Drive-strength map:
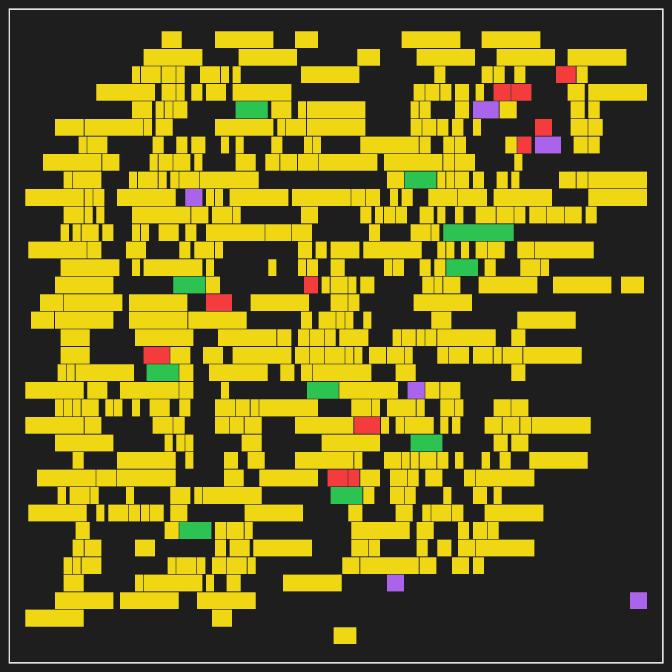
Sequential cells colored by netlist name:
Bar = 20 um.
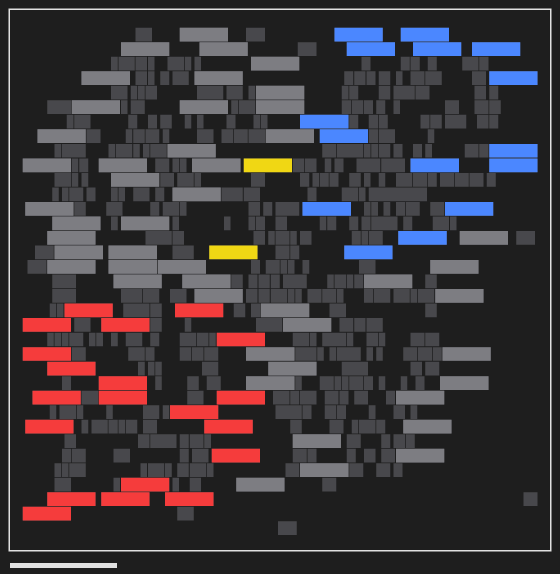
Placement view:
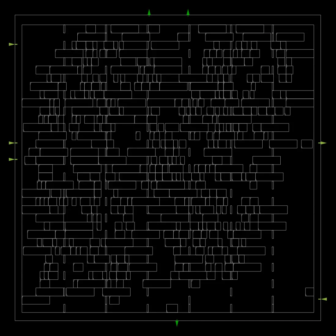
Routed clock nets over the placement:
Bar = 20 um.
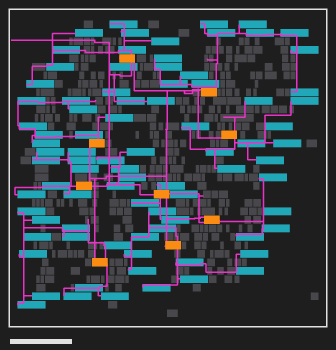
Wire density map:
The die is cut into 20 by 20 equal tiles; dark blue is low, red is high, scaled to the fullest tile. Values are wire area over tile area, all layers added.
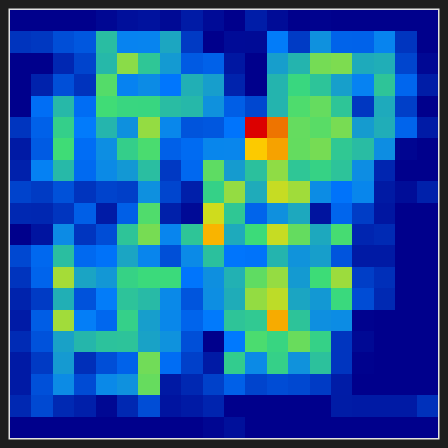
--- src/rtl/x_shaper_pkg.sv ---
// Shared definitions for the X input shaper: FSM state encoding and
// counter sizing helpers used by the shaper and its debouncers.
package x_shaper_pkg;

  typedef enum logic [1:0] {
    IDLE = 2'd0,
    P1   = 2'd1,
    P2   = 2'd2,
    GAP  = 2'd3
  } state_t;

  // A cycle-count parameter of zero is treated as one.
  function automatic int eff_cycles(input int p);
    return (p < 1) ? 1 : p;
  endfunction

  // Down-counter width: clog2 of the count, never narrower than one bit.
  function automatic int cnt_w(input int p);
    return $clog2((p < 2) ? 2 : p);
  endfunction

endpackage

--- src/rtl/btn_debounce.sv ---
// Two-flop synchroniser followed by a down-counting debouncer. The output
// level only changes after DEBOUNCE_CYCLES consecutive synchronised samples
// that differ from the current output.
module btn_debounce
  import x_shaper_pkg::*;
#(
  parameter int DEBOUNCE_CYCLES = 1000000
) (
  input  logic clk,
  input  logic rd,
  input  logic din,
  output logic dout
);

  localparam int DC = eff_cycles(DEBOUNCE_CYCLES);
  localparam int DW = cnt_w(DC);
  localparam logic [DW-1:0] DLOAD = DW'(DC - 1);

  logic          sync_p0;
  logic          sync_p1;
  logic [DW-1:0] cnt;

  // Decrement that holds at zero instead of wrapping.
  function automatic logic [DW-1:0] dec_sat(input logic [DW-1:0] v);
    return (v == '0) ? v : v - 1'b1;
  endfunction

  // Synchroniser stages for the asynchronous button input.
  always_ff @(posedge clk or negedge rd) begin
    if (!rd) begin
      sync_p0 <= 1'b0;
      sync_p1 <= 1'b0;
    end else begin
      sync_p0 <= din;
      sync_p1 <= sync_p0;
    end
  end

  // Debounce: reload while the sample agrees with dout, count down while it
  // differs, accept the new level on the sample that finds the count at zero.
  always_ff @(posedge clk or negedge rd) begin
    if (!rd) begin
      dout <= 1'b0;
      cnt  <= '0;
    end else if (sync_p1 == dout) begin
      cnt <= DLOAD;
    end else if (cnt == '0) begin
      dout <= sync_p1;
      cnt  <= DLOAD;
    end else begin
      cnt <= dec_sat(cnt);
    end
  end

endmodule

--- src/rtl/x_input_shaper.sv ---
// X input shaper: turns two raw push-buttons into clean, mutually exclusive
// fixed-width pulses on x1/x2, each followed by an all-zero gap, for a
// downstream asynchronous machine. Simultaneous requests are rejected and
// flagged on collide.
// Optional feature macro PULSE_COUNT_EN adds 8-bit pulse counters cnt1/cnt2.
module x_input_shaper
  import x_shaper_pkg::*;
#(
  parameter int DEBOUNCE_CYCLES = 1000000,
  parameter int PULSE_CYCLES    = 20000,
  parameter int GAP_CYCLES      = 20000
) (
  input  logic       clk,
  input  logic       rd,
  input  logic       btn1,
  input  logic       btn2,
  output logic       x1,
  output logic       x2,
  output logic       busy,
`ifdef PULSE_COUNT_EN
  output logic       collide,
  output logic [7:0] cnt1,
  output logic [7:0] cnt2
`else
  output logic       collide
`endif
);

  localparam int PC = eff_cycles(PULSE_CYCLES);
  localparam int GC = eff_cycles(GAP_CYCLES);
  localparam int PW = cnt_w(PC);
  localparam int GW = cnt_w(GC);
  localparam logic [PW-1:0] PLOAD = PW'(PC - 1);
  localparam logic [GW-1:0] GLOAD = GW'(GC - 1);

  logic          deb1, deb2;
  logic          deb1_d, deb2_d;
  logic          req1, req2;
  state_t        state, state_n;
  logic [PW-1:0] pcnt, pcnt_n;
  logic [GW-1:0] gcnt, gcnt_n;
  logic          coll_n;

  function automatic logic [PW-1:0] dec_p(input logic [PW-1:0] v);
    return (v == '0) ? v : v - 1'b1;
  endfunction

  function automatic logic [GW-1:0] dec_g(input logic [GW-1:0] v);
    return (v == '0) ? v : v - 1'b1;
  endfunction

  btn_debounce #(.DEBOUNCE_CYCLES(DEBOUNCE_CYCLES)) u_deb1 (
    .clk  (clk),
    .rd   (rd),
    .din  (btn1),
    .dout (deb1)
  );

  btn_debounce #(.DEBOUNCE_CYCLES(DEBOUNCE_CYCLES)) u_deb2 (
    .clk  (clk),
    .rd   (rd),
    .din  (btn2),
    .dout (deb2)
  );

  // Delayed debounced levels for rising-edge request detection.
  always_ff @(posedge clk or negedge rd) begin
    if (!rd) begin
      deb1_d <= 1'b0;
      deb2_d <= 1'b0;
    end else begin
      deb1_d <= deb1;
      deb2_d <= deb2;
    end
  end

  assign req1 = deb1 & ~deb1_d;
  assign req2 = deb2 & ~deb2_d;

  // Next-state logic; requests outside IDLE are simply ignored.
  always_comb begin
    state_n = state;
    pcnt_n  = pcnt;
    gcnt_n  = gcnt;
    coll_n  = 1'b0;
    case (state)
      IDLE: begin
        if (req1 && req2) begin
          coll_n = 1'b1;
        end else if (req1) begin
          state_n = P1;
          pcnt_n  = PLOAD;
        end else if (req2) begin
          state_n = P2;
          pcnt_n  = PLOAD;
        end
      end
      P1, P2: begin
        if (pcnt == '0) begin
          state_n = GAP;
          gcnt_n  = GLOAD;
        end else begin
          pcnt_n = dec_p(pcnt);
        end
      end
      GAP: begin
        if (gcnt == '0) begin
          state_n = IDLE;
        end else begin
          gcnt_n = dec_g(gcnt);
        end
      end
      default: state_n = IDLE;
    endcase
  end

  // State, counters and glitch-free registered outputs.
  always_ff @(posedge clk or negedge rd) begin
    if (!rd) begin
      state   <= IDLE;
      pcnt    <= '0;
      gcnt    <= '0;
      x1      <= 1'b0;
      x2      <= 1'b0;
      busy    <= 1'b0;
      collide <= 1'b0;
    end else begin
      state   <= state_n;
      pcnt    <= pcnt_n;
      gcnt    <= gcnt_n;
      x1      <= (state_n == P1);
      x2      <= (state_n == P2);
      busy    <= (state_n != IDLE);
      collide <= coll_n;
    end
  end

`ifdef PULSE_COUNT_EN
  // Pulse counters advance on entry to P1/P2 and wrap naturally at 8 bits.
  always_ff @(posedge clk or negedge rd) begin
    if (!rd) begin
      cnt1 <= 8'd0;
      cnt2 <= 8'd0;
    end else begin
      if (state == IDLE && state_n == P1) cnt1 <= cnt1 + 8'd1;
      if (state == IDLE && state_n == P2) cnt2 <= cnt2 + 8'd1;
    end
  end
`endif

endmodule

--- config.mk ---
export PLATFORM = sky130hd
export DESIGN_NAME = x_input_shaper
export DESIGN_NICKNAME = d
export VERILOG_FILES = /design/src/rtl/x_shaper_pkg.sv /design/src/rtl/btn_debounce.sv /design/src/rtl/x_input_shaper.sv
export SDC_FILE = /design/constraint.sdc
export NUM_CORES = 1
export LEC_CHECK = 0
export CORE_MARGIN = 2
export CORE_UTILIZATION = 45
export CTS_CLUSTER_SIZE = 24
export DETAILED_ROUTE_END_ITERATION = 10
export PLACE_DENSITY = 0.64
export SYNTH_ARGS = -nofsm -noshare
export SYNTH_HDL_FRONTEND = slang
export SYNTH_SLANG_ARGS = --single-unit
--- constraint.sdc ---
create_clock -name clk -period 6 [get_ports clk]
set_input_delay 1.8 -clock clk [delete_from_list [all_inputs] [get_ports clk]]
set_output_delay 1.8 -clock clk [all_outputs]
set_load 0.05 [all_outputs]
==> results.toml <==
# flow metrics
[run_status]
outcome = "finished, final reports clean"

[timing]
finalHoldViolCount = 0
setup_viol = 0
fin_crit_ps = 3280
relSlewSlack_pct = 24.6
setup_tns_ps = 0
fin_worst_skew_ps = 11.1

[worst_setup_path]
crit_buf_inv = 1
cp_num_cells = 1
endpoint = "x2"
critPathCaptureType = "output port"
critPathKind = "reg -> out"
cp-start-kind = "flop"
r2r_end = "gcnt[12]"

[pwr]
pwr-share-clk_pct = 39.7
p_leak_uw = 0.00196
powerComb_uw = 25.1
maxPowerGroup = "sequential cells"
p_comb_share_pct = 2.5

[floorplan]
die_y_um = 101

[clocking]
cts_buffer_depth = 2
ctsHoldBuffers = 0
cts_root_buffer = "clkbuf_8"
tritoncts = "built"
clkLatencyLatePin_ps = 360
cts_sinks = 84
cts_resized = 0

[synthesis]
synth_flops = 84
top_cell = "dfrtp_1"
edf_count = 0
ys_types = 46
area_leaders = "dfrtp_1, xnor2_1, nor2_1"
ys_cells = 441
netlist_area_sq_um = 4250
yosysWarnings = 0
common_cells = "dfrtp_1, nor2_1, nand2_1, xnor2_1, nand3_1"
async_flop_share_pct = 100

[placement]
gp_congestion = 0.775

[min_path]
hold_path_class = "reg -> reg"
worstHoldEndpoint = "u_deb2.sync_p1"
hp-start = "u_deb2.sync_p0"

[grt]
track_usage_pct = 17.0
overflow = 0

[drt]
dr_total_vias = 3211
final_antenna_net_count = 0
drt_first_pass_iters = 4
routed_wl_mm = 7.88

[final_layout]
fin_nets = 463
layout_top_cell = "dfrtp_1"
## Picture notes: 'drive-strength map'
Yellow shows _0 and _1 cells, cells 427. Green shows _6 and larger, cells 10. Purple shows _3 and _4 cells, cells 6. Red shows _2 cells, cells 11.

## Picture notes: 'sequential cells colored by netlist name'
Red shows u_deb1.cnt, flops 20. Blue shows gcnt, flops 15. Yellow shows state, flops 2.
Another 47 sequential cells are not colored.
Layout Utilization: 50.1%
Storage cell area: 2100 sq um
seq pwr: 574 uW
sequential cell area share: 45.7%

## Picture notes: 'placement view'
post-route insts no fill: 565
Site Rows: 35
Flop Count: 84
Fillers: 850
TAP cells: 111

## Picture notes: 'routed clock nets over the placement'
Cyan shows flip-flops, count 84. Orange shows clock drivers, count 9. Magenta shows clock wires, length 1120 um.
Position of the flops: all over the die.

## Picture notes: 'wire density map'
The fullest tile reaches 0.51. The mean over all tiles is 0.12. The emptiest ninth of the die: south-east.

kinds of logic (layout without fill, tap and decap cells):
family                     count (synthesis)  in the layout  synth area share (%)
and+or+nand+nor                          206            206                  25.2
muxes                                      3              3                 0.795
DFF                                       84             84                  49.5
xor gates and xnor gates                  37             37                  7.63
AOI/OAI and AO/OA                         74             74                  11.5
buffers and inverters                     27             40                  2.47
adders and majority gates                 10             10                  2.94
final cells by class:
class / instances / share of cell area (%)
clock inverters: 4 / 1.09
well taps: 111 / 3.02
multi-input cells: 330 / 44.4
clock buffers: 12 / 2.94
inverters: 16 / 1.30
repair buffers: 8 / 1.63
flip-flops and latches: 84 / 45.7
sequential cells by signal, indices dropped and copies added (netlist names):
register	flops
gcnt	15
deb2_d	1
collide	1
state	2
u_deb1.dout	1
u_deb2.dout	1
busy	1
pcnt	15
u_deb2.sync_p1	1
u_deb2.cnt	20
u_deb1.cnt	20
u_deb1.sync_p0	1
deb1_d	1
x2	1
u_deb2.sync_p0	1
u_deb1.sync_p1	1
x1	1
layer usage:
metal | track usage [%] | vias to the layer above | part of all wire (%) | wire (um)
met5 | 0 | - | 0 | 0
li1 | - | 1613 | - | -
met4 | 7.07 | 0 | 1.6 | 125
met3 | 3.59 | 11 | 2.2 | 177
met1 | 22.7 | 1552 | 50 | 3950
met2 | 26.9 | 35 | 46 | 3630
per-stage QoR:
stage               total power, uW  utilization (%)  setup WS [ps]  instance area, sq um  std cells
floorplan                       595                -           3440                  4250        441
global placement                611             48.0           3100                  4420        549
detailed placement              612             48.0           3100                  4420        549
CTS                            1010             50.1           2700                  4600        565
global route                   1030             50.1           2680                  4600        565
finish                          993             50.1           2720                  4600        565
Power figures rest on the tool's default switching activity, not on a simulated workload.
